**src/rtl/mdr_mem_ctrl.sv**
```systemverilog
// Memory data register with a built-in byte/half/word/full memory-access sequencer.
// It lane-extracts and extends read data, and replicates write data across the byte lanes.
//
// state   | meaning
// IDLE    | q loadable from bus, requests sampled
// RD_WAIT | mem_rd asserted, waiting for mem_ready or timeout
// WR_WAIT | mem_wr asserted, waiting for mem_ready or timeout
// FIN     | one-cycle done (plus error on failure)
module mdr_mem_ctrl #(
    parameter int DATA_WIDTH = 32,
    parameter logic [DATA_WIDTH-1:0] INIT = '0,
    parameter int TIMEOUT = 15,
    parameter int OFF_W = $clog2(DATA_WIDTH/8)
) (
    input  logic                    clock,
    input  logic                    clear,
    input  logic                    enable,
    input  logic [DATA_WIDTH-1:0]   BusMuxOut,
    output logic [DATA_WIDTH-1:0]   BusMuxIn,
    input  logic                    rd_req,
    input  logic                    wr_req,
    input  logic [1:0]              size,
    input  logic                    sign_ext,
    input  logic [OFF_W-1:0]        byte_off,
    input  logic [DATA_WIDTH-1:0]   Mdatain,
    output logic                    mem_rd,
    output logic                    mem_wr,
    output logic [DATA_WIDTH/8-1:0] mem_be,
    output logic [DATA_WIDTH-1:0]   mem_wdata,
    input  logic                    mem_ready,
    output logic                    busy,
    output logic                    done,
    output logic                    error
);
    localparam int BW    = DATA_WIDTH / 8;
    localparam int CNT_W = $clog2(TIMEOUT + 1);

    typedef enum logic [1:0] {IDLE, RD_WAIT, WR_WAIT, FIN} state_t;

    state_t                  state, state_nxt;
    logic                    err_q, err_nxt;
    logic [DATA_WIDTH-1:0]   q;
    logic [1:0]              size_q;
    logic                    sext_q;
    logic [OFF_W-1:0]        off_q;
    logic [BW-1:0]           be_q;
    logic [DATA_WIDTH-1:0]   wdata_q;
    logic [CNT_W-1:0]        cnt;

    logic                    misalign, start_ok, timeout_hit;
    logic [BW-1:0]           mask;
    logic [DATA_WIDTH-1:0]   wdata_rep, rd_shift, rd_ext;

    assign start_ok    = (rd_req ^ wr_req) & ~misalign;
    assign timeout_hit = (cnt == CNT_W'(TIMEOUT - 1));
    assign rd_shift    = Mdatain >> {off_q, 3'b000};
    assign BusMuxIn    = q;

    always_comb begin
        misalign = 1'b0;
        mask     = '0;
        case (size)
            2'b00: begin misalign = 1'b0;               mask = BW'(1) << byte_off;    end
            2'b01: begin misalign = byte_off[0];        mask = BW'(3) << byte_off;    end
            2'b10: begin misalign = byte_off[1:0] != 2'b00; mask = BW'(15) << byte_off; end
            2'b11: begin misalign = byte_off != '0;     mask = '1;                    end
        endcase
    end

    // Sub-width writes repeat the low bytes of q so any lane the memory enables sees the data.
    always_comb begin
        wdata_rep = '0;
        for (int i = 0; i < BW; i++) begin
            case (size)
                2'b00: wdata_rep[i*8 +: 8] = q[7:0];
                2'b01: wdata_rep[i*8 +: 8] = q[(i % 2)*8 +: 8];
                2'b10: wdata_rep[i*8 +: 8] = q[(i % 4)*8 +: 8];
                2'b11: wdata_rep[i*8 +: 8] = q[i*8 +: 8];
            endcase
        end
    end

    always_comb begin
        rd_ext = Mdatain;
        case (size_q)
            2'b00: rd_ext = sext_q ? DATA_WIDTH'($signed(rd_shift[7:0]))  : DATA_WIDTH'(rd_shift[7:0]);
            2'b01: rd_ext = sext_q ? DATA_WIDTH'($signed(rd_shift[15:0])) : DATA_WIDTH'(rd_shift[15:0]);
            2'b10: rd_ext = sext_q ? DATA_WIDTH'($signed(rd_shift[31:0])) : DATA_WIDTH'(rd_shift[31:0]);
            2'b11: rd_ext = Mdatain;
        endcase
    end

    always_ff @(posedge clock or posedge clear) begin
        if (clear) begin
            state <= IDLE;
            err_q <= 1'b0;
        end else begin
            state <= state_nxt;
            err_q <= err_nxt;
        end
    end

    always_comb begin
        state_nxt = state;
        err_nxt   = err_q;
        case (state)
            IDLE: begin
                if (rd_req | wr_req) begin
                    if ((rd_req & wr_req) | misalign) begin
                        state_nxt = FIN;
                        err_nxt   = 1'b1;
                    end else begin
                        state_nxt = rd_req ? RD_WAIT : WR_WAIT;
                        err_nxt   = 1'b0;
                    end
                end
            end
            RD_WAIT, WR_WAIT: begin
                // A ready arriving on the last allowed cycle still wins over the timeout.
                if (mem_ready) begin
                    state_nxt = FIN;
                    err_nxt   = 1'b0;
                end else if (timeout_hit) begin
                    state_nxt = FIN;
                    err_nxt   = 1'b1;
                end
            end
            FIN: state_nxt = IDLE;
        endcase
    end

    always_comb begin
        mem_rd    = (state == RD_WAIT);
        mem_wr    = (state == WR_WAIT);
        mem_be    = (mem_rd | mem_wr) ? be_q : '0;
        mem_wdata = wdata_q;
        busy      = (state != IDLE);
        done      = (state == FIN);
        error     = (state == FIN) & err_q;
    end

    always_ff @(posedge clock or posedge clear) begin
        if (clear) begin
            q       <= INIT;
            size_q  <= 2'b00;
            sext_q  <= 1'b0;
            off_q   <= '0;
            be_q    <= '0;
            wdata_q <= '0;
            cnt     <= '0;
        end else begin
            case (state)
                IDLE: begin
                    cnt <= '0;
                    if (start_ok) begin
                        size_q <= size;
                        sext_q <= sign_ext;
                        off_q  <= byte_off;
                        be_q   <= mask;
                        if (wr_req)
                            wdata_q <= wdata_rep;
                    end else if (!(rd_req | wr_req) && enable) begin
                        q <= BusMuxOut;
                    end
                end
                RD_WAIT: begin
                    cnt <= cnt + CNT_W'(1);
                    if (mem_ready)
                        q <= rd_ext;
                end
                WR_WAIT: cnt <= cnt + CNT_W'(1);
                FIN:     cnt <= '0;
            endcase
        end
    end
endmodule

```
**config.mk**
```make
export PLATFORM = sky130hd
export DESIGN_NAME = mdr_mem_ctrl
export DESIGN_NICKNAME = d
export VERILOG_FILES = /design/src/rtl/mdr_mem_ctrl.sv
export SDC_FILE = /design/constraint.sdc
export NUM_CORES = 1
export LEC_CHECK = 0
export CAP_MARGIN = 20
export CELL_PAD_IN_SITES_DETAIL_PLACEMENT = 0
export CELL_PAD_IN_SITES_GLOBAL_PLACEMENT = 1
export CORE_ASPECT_RATIO = 2
export CORE_MARGIN = 3
export CORE_UTILIZATION = 38
export CTS_CLUSTER_SIZE = 20
export DETAILED_ROUTE_END_ITERATION = 6
export HOLD_SLACK_MARGIN = 0.15
export PLACE_DENSITY = 0.95
export SLEW_MARGIN = 5
export SYNTH_ARGS = -nofsm -noshare
export SYNTH_HDL_FRONTEND = slang
export SYNTH_SLANG_ARGS = --single-unit
export TNS_END_PERCENT = 5
```
**constraint.sdc**
```tcl
create_clock -name clock -period 3.95 [get_ports clock]
set_input_delay 0.5925 -clock clock [delete_from_list [all_inputs] [get_ports clock]]
set_output_delay 0.5925 -clock clock [all_outputs]
set_load 0.02 [all_outputs]
```
**Cell density map**

The bar under the picture is 20 um long. 9 x 17 tiles, from white (low) to dark blue (high), 0 to 100% covered.
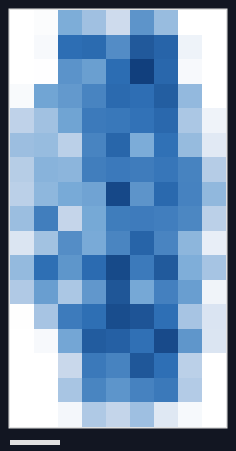
The fullest tile reaches 94%. The emptiest ninth of the die: south-west. The mean over all tiles is 46%.

**Placement view**

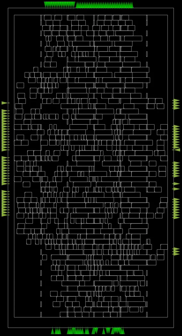
placeable core region: 0.0126 sq mm
row count: 58
Filler cells: 1183

-- cells by family (layout without fill, tap and decap cells) --
family | count (synthesis) | after routing | synth area share (%)
compound gates | 161 | 161 | 21.3
simple gates | 144 | 144 | 13.4
flops | 80 | 80 | 40.7
buf+inv | 73 | 203 | 6.95
mux | 51 | 51 | 14.0
fa+ha+maj | 13 | 13 | 3.31
xor+xnor | 2 | 2 | 0.356
-- worst max path at each step --
stage / start / endpoint / cells past startpoint
3_5_place_dp: size[1] / mem_wdata[30] / 9
5_1_grt: size[1] / mem_wdata[30] / 9
4_1_cts: size[1] / mem_wdata[30] / 9
6_report: size[1] / mem_wdata[30] / 9
3_3_place_gp: size[1] / mem_wdata[30] / 9
2_1_floorplan: clear / BusMuxIn[0] / 1
==> impl_summary.log <==
[report] extracting results
[metrics] leakage power of the design: 2.97 nW
[metrics] outcome: finished, final reports clean
[metrics] floorplan net count: 612
[metrics] power density normalized to cell area: 846 mW/mm^2
[metrics] fraction of layout instances using a drive strength above 1: 11.6%
[metrics] CTS tree: yes
[metrics] count of maximum capacitance violations: 0
[metrics] die outline width: 86.4 um
[metrics] Well-Tap Cells: 150
[metrics] cell-internal power: 3.27 mW
[metrics] multi-input logic cell count: 371
[metrics] hold violation count in the final report: 0
[metrics] met3 track demand over resource in global routing: 2.67%
[metrics] Yosys Instances: 524
[metrics] power attributed to the clock group: 0.897 mW
[metrics] endpoints failing setup: 0
[metrics] final-layout non-clock buffer area share: 22.8%
[metrics] placed wire-length estimate: 12100 um
[metrics] Yosys reg bits: 80
[metrics] peak supply drop: 0.000416 V
[metrics] type of element launching the critical path: primary input
[metrics] Finished Layout Cells: 804
[metrics] number of OpenROAD warnings: 35
[metrics] number of buffers and inverters on the critical path: 3
[metrics] required time at the endpoint of the critical path: 4.16 ns
[metrics] register area share after synthesis: 40.7%
[metrics] Vias/cell: 5.35
[metrics] number of detailed-routing iterations run before antenna repair: 5
[metrics] number of logic inverters in the finished layout: 31
[metrics] Post CTS Setup Buffer Count: 0
[metrics] total routed wire length on the met1 layer: 5400 um
[metrics] Post-DRT Antenna Nets: 0
[metrics] fraction of power consumed by sequential logic: 28.1%
[metrics] final number of max-transition violations: 0
[metrics] dominant register cell in the synthesized netlist: sky130_fd_sc_hd__dfrtp_1
[metrics] vertical die size: 167 um
[metrics] gpl congestion: 0.927
[metrics] Slew Limit Headroom: 44.2%
[metrics] unrepaired setup endpoints after global routing: false
[metrics] Buffers, non-clock: 156
[metrics] kind of capture point of the worst setup path: flop
[metrics] post-synthesis async set-or-reset flop share: 100%
[metrics] FF-to-FF path depth: 6
[metrics] delay of the slowest critical-path stage: 0.51 ns
[metrics] Diodes inserted: 0
[metrics] Post-synth top cells: sky130_fd_sc_hd__dfrtp_1, sky130_fd_sc_hd__nand2_1, sky130_fd_sc_hd__o21ai_0
[metrics] Final Cell Area: 0.00676 sq mm
[metrics] Critical-path top delay cell: sky130_fd_sc_hd__clkdlybuf4s50_1
[metrics] critical register-to-register path endpoint: BusMuxIn[27]
[metrics] clock network contribution to total cell area: 4.85%
[metrics] Top cells excl fill/tap: sky130_fd_sc_hd__clkdlybuf4s50_1, sky130_fd_sc_hd__dfrtp_1, sky130_fd_sc_hd__nand2_1
[metrics] crit path DAT: 3.09 ns
[metrics] post-DR wirelength/cell: 18.5 um
[metrics] post-route worst setup slack: 1.07 ns
[metrics] total of warnings raised by yosys: 0
[metrics] maximum clock skew at final layout: 0.00996 ns
[metrics] number of instances on the worst hold path: 1
[metrics] top power consumer group: combinational cells
[metrics] switching power summed over all nets: 2.45 mW
[metrics] number of distinct library cells after synthesis: 46
[metrics] initial antenna violation count: 0
[metrics] Logic power comb: 3.21 mW
[metrics] launch point of the worst hold path: cnt[0]
[metrics] M2 GR Usage: 38.0%
[metrics] maximum frequency from static timing analysis: 348 MHz
[metrics] vias in the first global route: 4306
[metrics] CTS buffer count: 9
[metrics] Remaining DRCs: 0
[metrics] final net count: 737
[metrics] pre-CTS setup slack: 0.751 ns
[metrics] dominant class by area: logic gates
[metrics] sinks on the clock net: 80
[metrics] I/O pin count: 148
[metrics] post-CTS clock slew at the launch and capture registers of the worst setup and hold paths: 0.06 ns
[metrics] crit path max fanout: 31
[metrics] Placed Instance Area: 0.00643 sq mm
[metrics] pin count of the biggest net entering global routing: 65
[metrics] share of total power in combinational logic: 56.2%
[metrics] most frequent logic cell in the layout: sky130_fd_sc_hd__clkdlybuf4s50_1
[metrics] total met3 wirelength after detailed routing: 593 um
[metrics] Global Route met1 Usage: 22.7%
[metrics] met2 wire len: 8150 um
[metrics] die area: 0.0144 sq mm
[metrics] share of total power consumed by net switching: 42.8%
[metrics] post-route fraction of the period consumed by the critical path: 72.8%
[metrics] worst hold-check path type: reg2reg
[metrics] total number of H-tree levels: 3
[metrics] proportion of netlist area held by the largest area contributor: 40.7%
[metrics] detailed-route wire length: 14900 um
[metrics] chip area in the Yosys report: 0.00492 sq mm
[metrics] Cell Chain, Critical Path: clkdlybuf4s50_1 -> inv_1 -> ha_1 -> o31ai_4 -> a21oi_2 -> nor3b_4 -> nand2_2 -> buf_4 -> mux2_2
[metrics] delay-heaviest family, CP: buffers and inverters
[metrics] Total Power: 5.72 mW
[metrics] # resized after CTS: 0
[metrics] final period demand of the worst path: 2.88 ns
Power is estimated from default activity; no workload was simulated.
